**Pin placement**

Scale: 4 px per µm. Pins as bars across the die edge, other pins in grey.
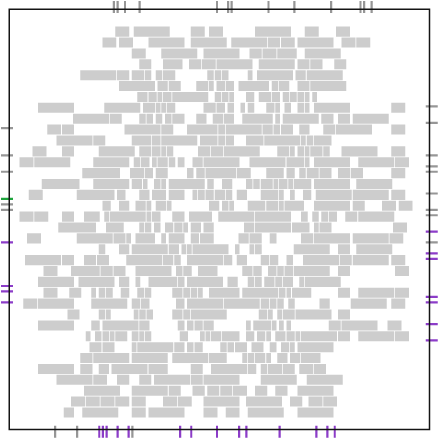
**Nets reached from selected ports**

Scale: 3 px per µm.
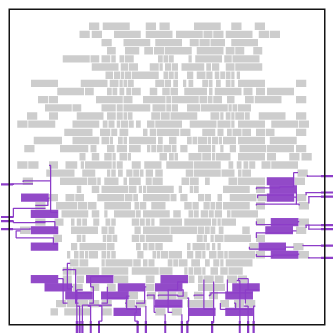
**Placement view**

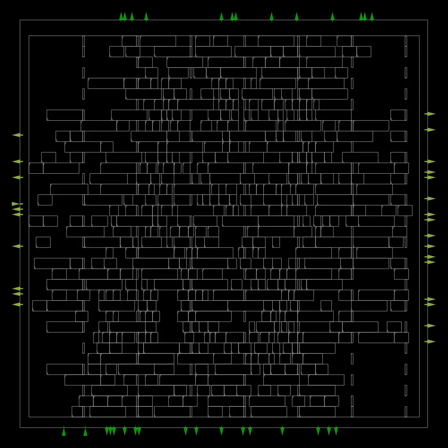
**Sizing map**

Scale: 4 px per µm.
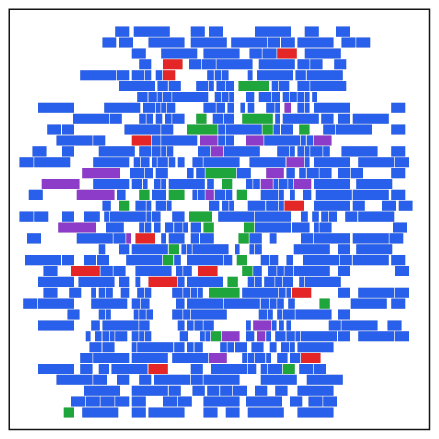
**Metal layers overlaid**

Scale: 4 px per µm. Two of the layers only.
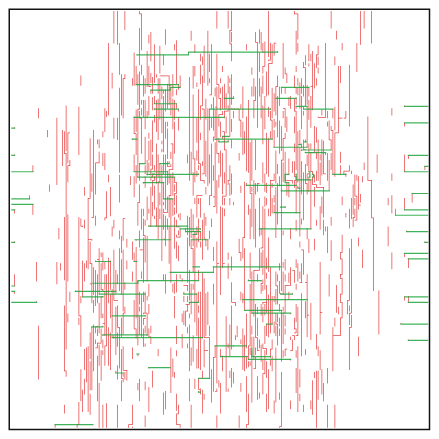
--- config.mk ---
export PLATFORM = sky130hd
export DESIGN_NAME = breath_pwm_meter
export DESIGN_NICKNAME = d
export VERILOG_FILES = /design/src/rtl/breath_pwm_meter_pkg.sv /design/src/rtl/breath_pwm_meter_pwm_sync_edge.sv /design/src/rtl/breath_pwm_meter.sv
export SDC_FILE = /design/constraint.sdc
export NUM_CORES = 1
export LEC_CHECK = 0
export CAP_MARGIN = 10
export CORE_MARGIN = 2
export CORE_UTILIZATION = 50
export DETAILED_ROUTE_END_ITERATION = 10
export PLACE_DENSITY = 0.8
export SYNTH_ARGS = -nofsm -noshare
export SYNTH_HDL_FRONTEND = slang
export SYNTH_SLANG_ARGS = --single-unit
--- constraint.sdc ---
create_clock -name clk -period 2.8 [get_ports clk]
set_clock_uncertainty 0.05 [all_clocks]
set_input_delay 0.42 -clock clk [delete_from_list [all_inputs] [get_ports clk]]
set_output_delay 0.42 -clock clk [all_outputs]
set_load 0.02 [all_outputs]
--- src/rtl/breath_pwm_meter_pkg.sv ---
`default_nettype none
// ============================================================================
// Module      : breath_pwm_meter_pkg
// Description : Shared types and widths for the breathing-light PWM pair.
// Revision    : 1.0 - initial release
// ============================================================================
package breath_pwm_meter_pkg;

    // Common counter width so generator and meter agree on range.
    localparam int DEFAULT_CNT_W = 25;

    typedef enum logic [1:0] {
        ST_IDLE    = 2'd0,
        ST_MEASURE = 2'd1,
        ST_STUCK   = 2'd2
    } state_t;

endpackage
`default_nettype wire

--- src/rtl/breath_pwm_meter_pwm_sync_edge.sv ---
`default_nettype none
// ============================================================================
// Module      : pwm_sync_edge
// Description : Two-flop synchronizer plus delay flop; flags entry to ON_LEVEL.
// Revision    : 1.0 - initial release
// ============================================================================
module pwm_sync_edge #(
    parameter logic ON_LEVEL = 1'b0
) (
    input  logic clk,
    input  logic rst_n,
    input  logic pwm_in,
    output logic level,
    output logic start
);

    logic s1_q, s2_q, s3_q;

    // Idle level is the "off" level so releasing reset never fakes an edge.
    always_ff @(posedge clk or negedge rst_n) begin
        if (!rst_n) begin
            s1_q <= ~ON_LEVEL;
            s2_q <= ~ON_LEVEL;
            s3_q <= ~ON_LEVEL;
        end else begin
            s1_q <= pwm_in;
            s2_q <= s1_q;
            s3_q <= s2_q;
        end
    end

    assign level = s2_q;
    assign start = (s2_q == ON_LEVEL) && (s3_q != ON_LEVEL);

endmodule
`default_nettype wire

--- src/rtl/breath_pwm_meter.sv ---
`default_nettype none
// ============================================================================
// Module      : breath_pwm_meter
// Description : Measures on-time and period of an external PWM line; flags stuck.
// Revision    : 1.0 - initial release
// ============================================================================
module breath_pwm_meter
    import breath_pwm_meter_pkg::*;
#(
    parameter int          CNT_W    = DEFAULT_CNT_W,
    parameter int unsigned TIMEOUT  = 24000000,
    parameter logic        ON_LEVEL = 1'b0
) (
    input  logic             clk,
    input  logic             rst_n,
    input  logic             pwm_in,
    output logic [CNT_W-1:0] on_cnt,
    output logic [CNT_W-1:0] period_cnt,
    output logic             valid,
    output logic             stuck,
    output logic             stuck_level
);

    localparam logic [CNT_W-1:0] C_TIMEOUT = CNT_W'(TIMEOUT);
    localparam logic [CNT_W-1:0] C_ONE     = CNT_W'(1);

    logic             w_level;
    logic             w_start;
    logic [CNT_W-1:0] w_on_inc;

    state_t           state_q, state_d;
    logic [CNT_W-1:0] p_q, p_d;
    logic [CNT_W-1:0] o_q, o_d;
    logic [CNT_W-1:0] on_cnt_q, on_cnt_d;
    logic [CNT_W-1:0] period_cnt_q, period_cnt_d;
    logic             valid_q, valid_d;
    logic             stuck_q, stuck_d;
    logic             stuck_level_q, stuck_level_d;

    pwm_sync_edge #(
        .ON_LEVEL (ON_LEVEL)
    ) u_sync (
        .clk    (clk),
        .rst_n  (rst_n),
        .pwm_in (pwm_in),
        .level  (w_level),
        .start  (w_start)
    );

    assign w_on_inc = {{(CNT_W-1){1'b0}}, (w_level == ON_LEVEL)};

    always_comb begin
        state_d       = state_q;
        p_d           = p_q;
        o_d           = o_q;
        on_cnt_d      = on_cnt_q;
        period_cnt_d  = period_cnt_q;
        valid_d       = 1'b0;
        stuck_d       = stuck_q;
        stuck_level_d = stuck_level_q;
        case (state_q)
            ST_IDLE: begin
                // First period after reset is partial and never reported.
                if (w_start) begin
                    state_d = ST_MEASURE;
                    p_d     = C_ONE;
                    o_d     = C_ONE;
                end
            end
            ST_MEASURE: begin
                // Start edge wins over timeout so a period of exactly TIMEOUT reports.
                if (w_start) begin
                    period_cnt_d = p_q;
                    on_cnt_d     = o_q;
                    valid_d      = 1'b1;
                    p_d          = C_ONE;
                    o_d          = C_ONE;
                end else if (p_q == C_TIMEOUT) begin
                    state_d       = ST_STUCK;
                    stuck_d       = 1'b1;
                    stuck_level_d = w_level;
                    on_cnt_d      = '0;
                    period_cnt_d  = '0;
                end else begin
                    p_d = p_q + C_ONE;
                    o_d = o_q + w_on_inc;
                end
            end
            ST_STUCK: begin
                if (w_start) begin
                    state_d = ST_MEASURE;
                    stuck_d = 1'b0;
                    p_d     = C_ONE;
                    o_d     = C_ONE;
                end
            end
            default: state_d = ST_IDLE;
        endcase
    end

    always_ff @(posedge clk or negedge rst_n) begin
        if (!rst_n) begin
            state_q       <= ST_IDLE;
            p_q           <= '0;
            o_q           <= '0;
            on_cnt_q      <= '0;
            period_cnt_q  <= '0;
            valid_q       <= 1'b0;
            stuck_q       <= 1'b0;
            stuck_level_q <= ~ON_LEVEL;
        end else begin
            state_q       <= state_d;
            p_q           <= p_d;
            o_q           <= o_d;
            on_cnt_q      <= on_cnt_d;
            period_cnt_q  <= period_cnt_d;
            valid_q       <= valid_d;
            stuck_q       <= stuck_d;
            stuck_level_q <= stuck_level_d;
        end
    end

    assign on_cnt      = on_cnt_q;
    assign period_cnt  = period_cnt_q;
    assign valid       = valid_q;
    assign stuck       = stuck_q;
    assign stuck_level = stuck_level_q;

endmodule
`default_nettype wire

==> flow_summary.toml <==
# flow metrics
[logic_synthesis]
yosys.area.top_type = "dfrtp_1"
ys_types = 48
topCellsByArea = "dfrtp_1 51%, a22o_1 9.0%, o21ai_1 4.9%"
synth-simple-area-share = 0.1508
synth_flops = 108
syn_nets = 473
netlist.area_leader.share = 0.5133
ys_top_logic_family = "AND-OR/OR-AND gates"

[timing]
rsz0062_at_grt = "no"
timing.final.crit_share = 0.9198
finalHoldViolCount = 0
whs_ns = 0.3110
slew_headroom = 0.4053
fin_crit_ns = 2.575
report.final.slew_viol_count = 0

[power]
clockPowerShare = 0.257
p_leak_nw = 2.525
p_sw_mw = 0.9969

[cts]
ctsHoldBuffers = 1
cts_tree = "built"
insertion_delay_ns = 0.37

[setup_path]
critPathKind = "flop to flop"

[floorplanning]
die-area_um2 = 10960
top_level_ports = 56

[global_routing]
grt_overflow_total = 0
met2_usage = 0.3053

[drt]
vias_per_cell = 6.307
drtIter0Drc = 360
drc = 0
first_pass_iters = 8
final_antenna_net_count = 0

[final_layout]
clk_share = 0.02716
comb_cells = 308
layout-drive-gt1-share = 0.1098
mostFrequentLayoutCell = "dfrtp_1"
flop_area_um2 = 2708

[run]
maxCapViolations = 0

[status]
outcome = "complete, no violations"

[placement]
portBuffers = 55
Notes on 'pin placement' above:
legend:
  on_cnt:
    colour: purple
    pins: 25
    direction: output
    edge: 14 bottom, 7 right, 4 left
  pwm_in:
    colour: green
    pins: 1
    direction: input
    edge: left

Notes on 'nets reached from selected ports' above:
legend:
  on_cnt:
    colour: purple
    bits: 25
    direction: output
    end_cells: 25
    buffers: 25
    wire: 596 µm

Notes on 'placement view' above:
fraction of area in registers: 0.4556
# fillers: 803
cell row count: 36
core box area: 9819 µm²

Notes on 'sizing map' above:
legend:
  _2 cells:
    colour: purple
    cells: 19
    most_used: nand4_2
  _6 and larger:
    colour: red
    cells: 12
    most_used: clkbuf_8
  _0 and _1 cells:
    colour: blue
    cells: 462
    most_used: dfrtp_1
  _3 and _4 cells:
    colour: green
    cells: 26
    most_used: buf_4
final instance area: 5943 µm²
Signal buffers: 75
area delta synth->final: 17.23%
Setup WS post-layout: 0.2247 ns

Notes on 'metal layers overlaid' above:
legend:
  metal 2:
    colour: red
    wire_length: 5,080 µm
  metal 3:
    colour: green
    wire_length: 638 µm

-- stage by stage --
stage          setup slack (ns)  std cells  utilization  cell area, µm²  power, mW
2_1_floorplan            0.8008        466            -            5070      2.183
3_3_place_gp             0.3507        635       0.5878            5772      2.410
3_5_place_dp             0.2630        635       0.5878            5772      2.437
4_1_cts                  0.2439        652       0.6053            5943      3.271
5_1_grt                 0.08089        652       0.6053            5943      3.403
6_report                 0.2247        652       0.6053            5943      3.246
-- critical path: stages (launching register included) --
cell     delay [ns]
dfrtp_1        0.47
inv_1          0.09
ha_1           0.15
and4b_1        0.21
nand4_2        0.21
o21ai_2        0.76
buf_4          0.30
nor4_1         0.07
a21o_1         0.16
No activity file was given, so power comes from the tool's default toggle rates.
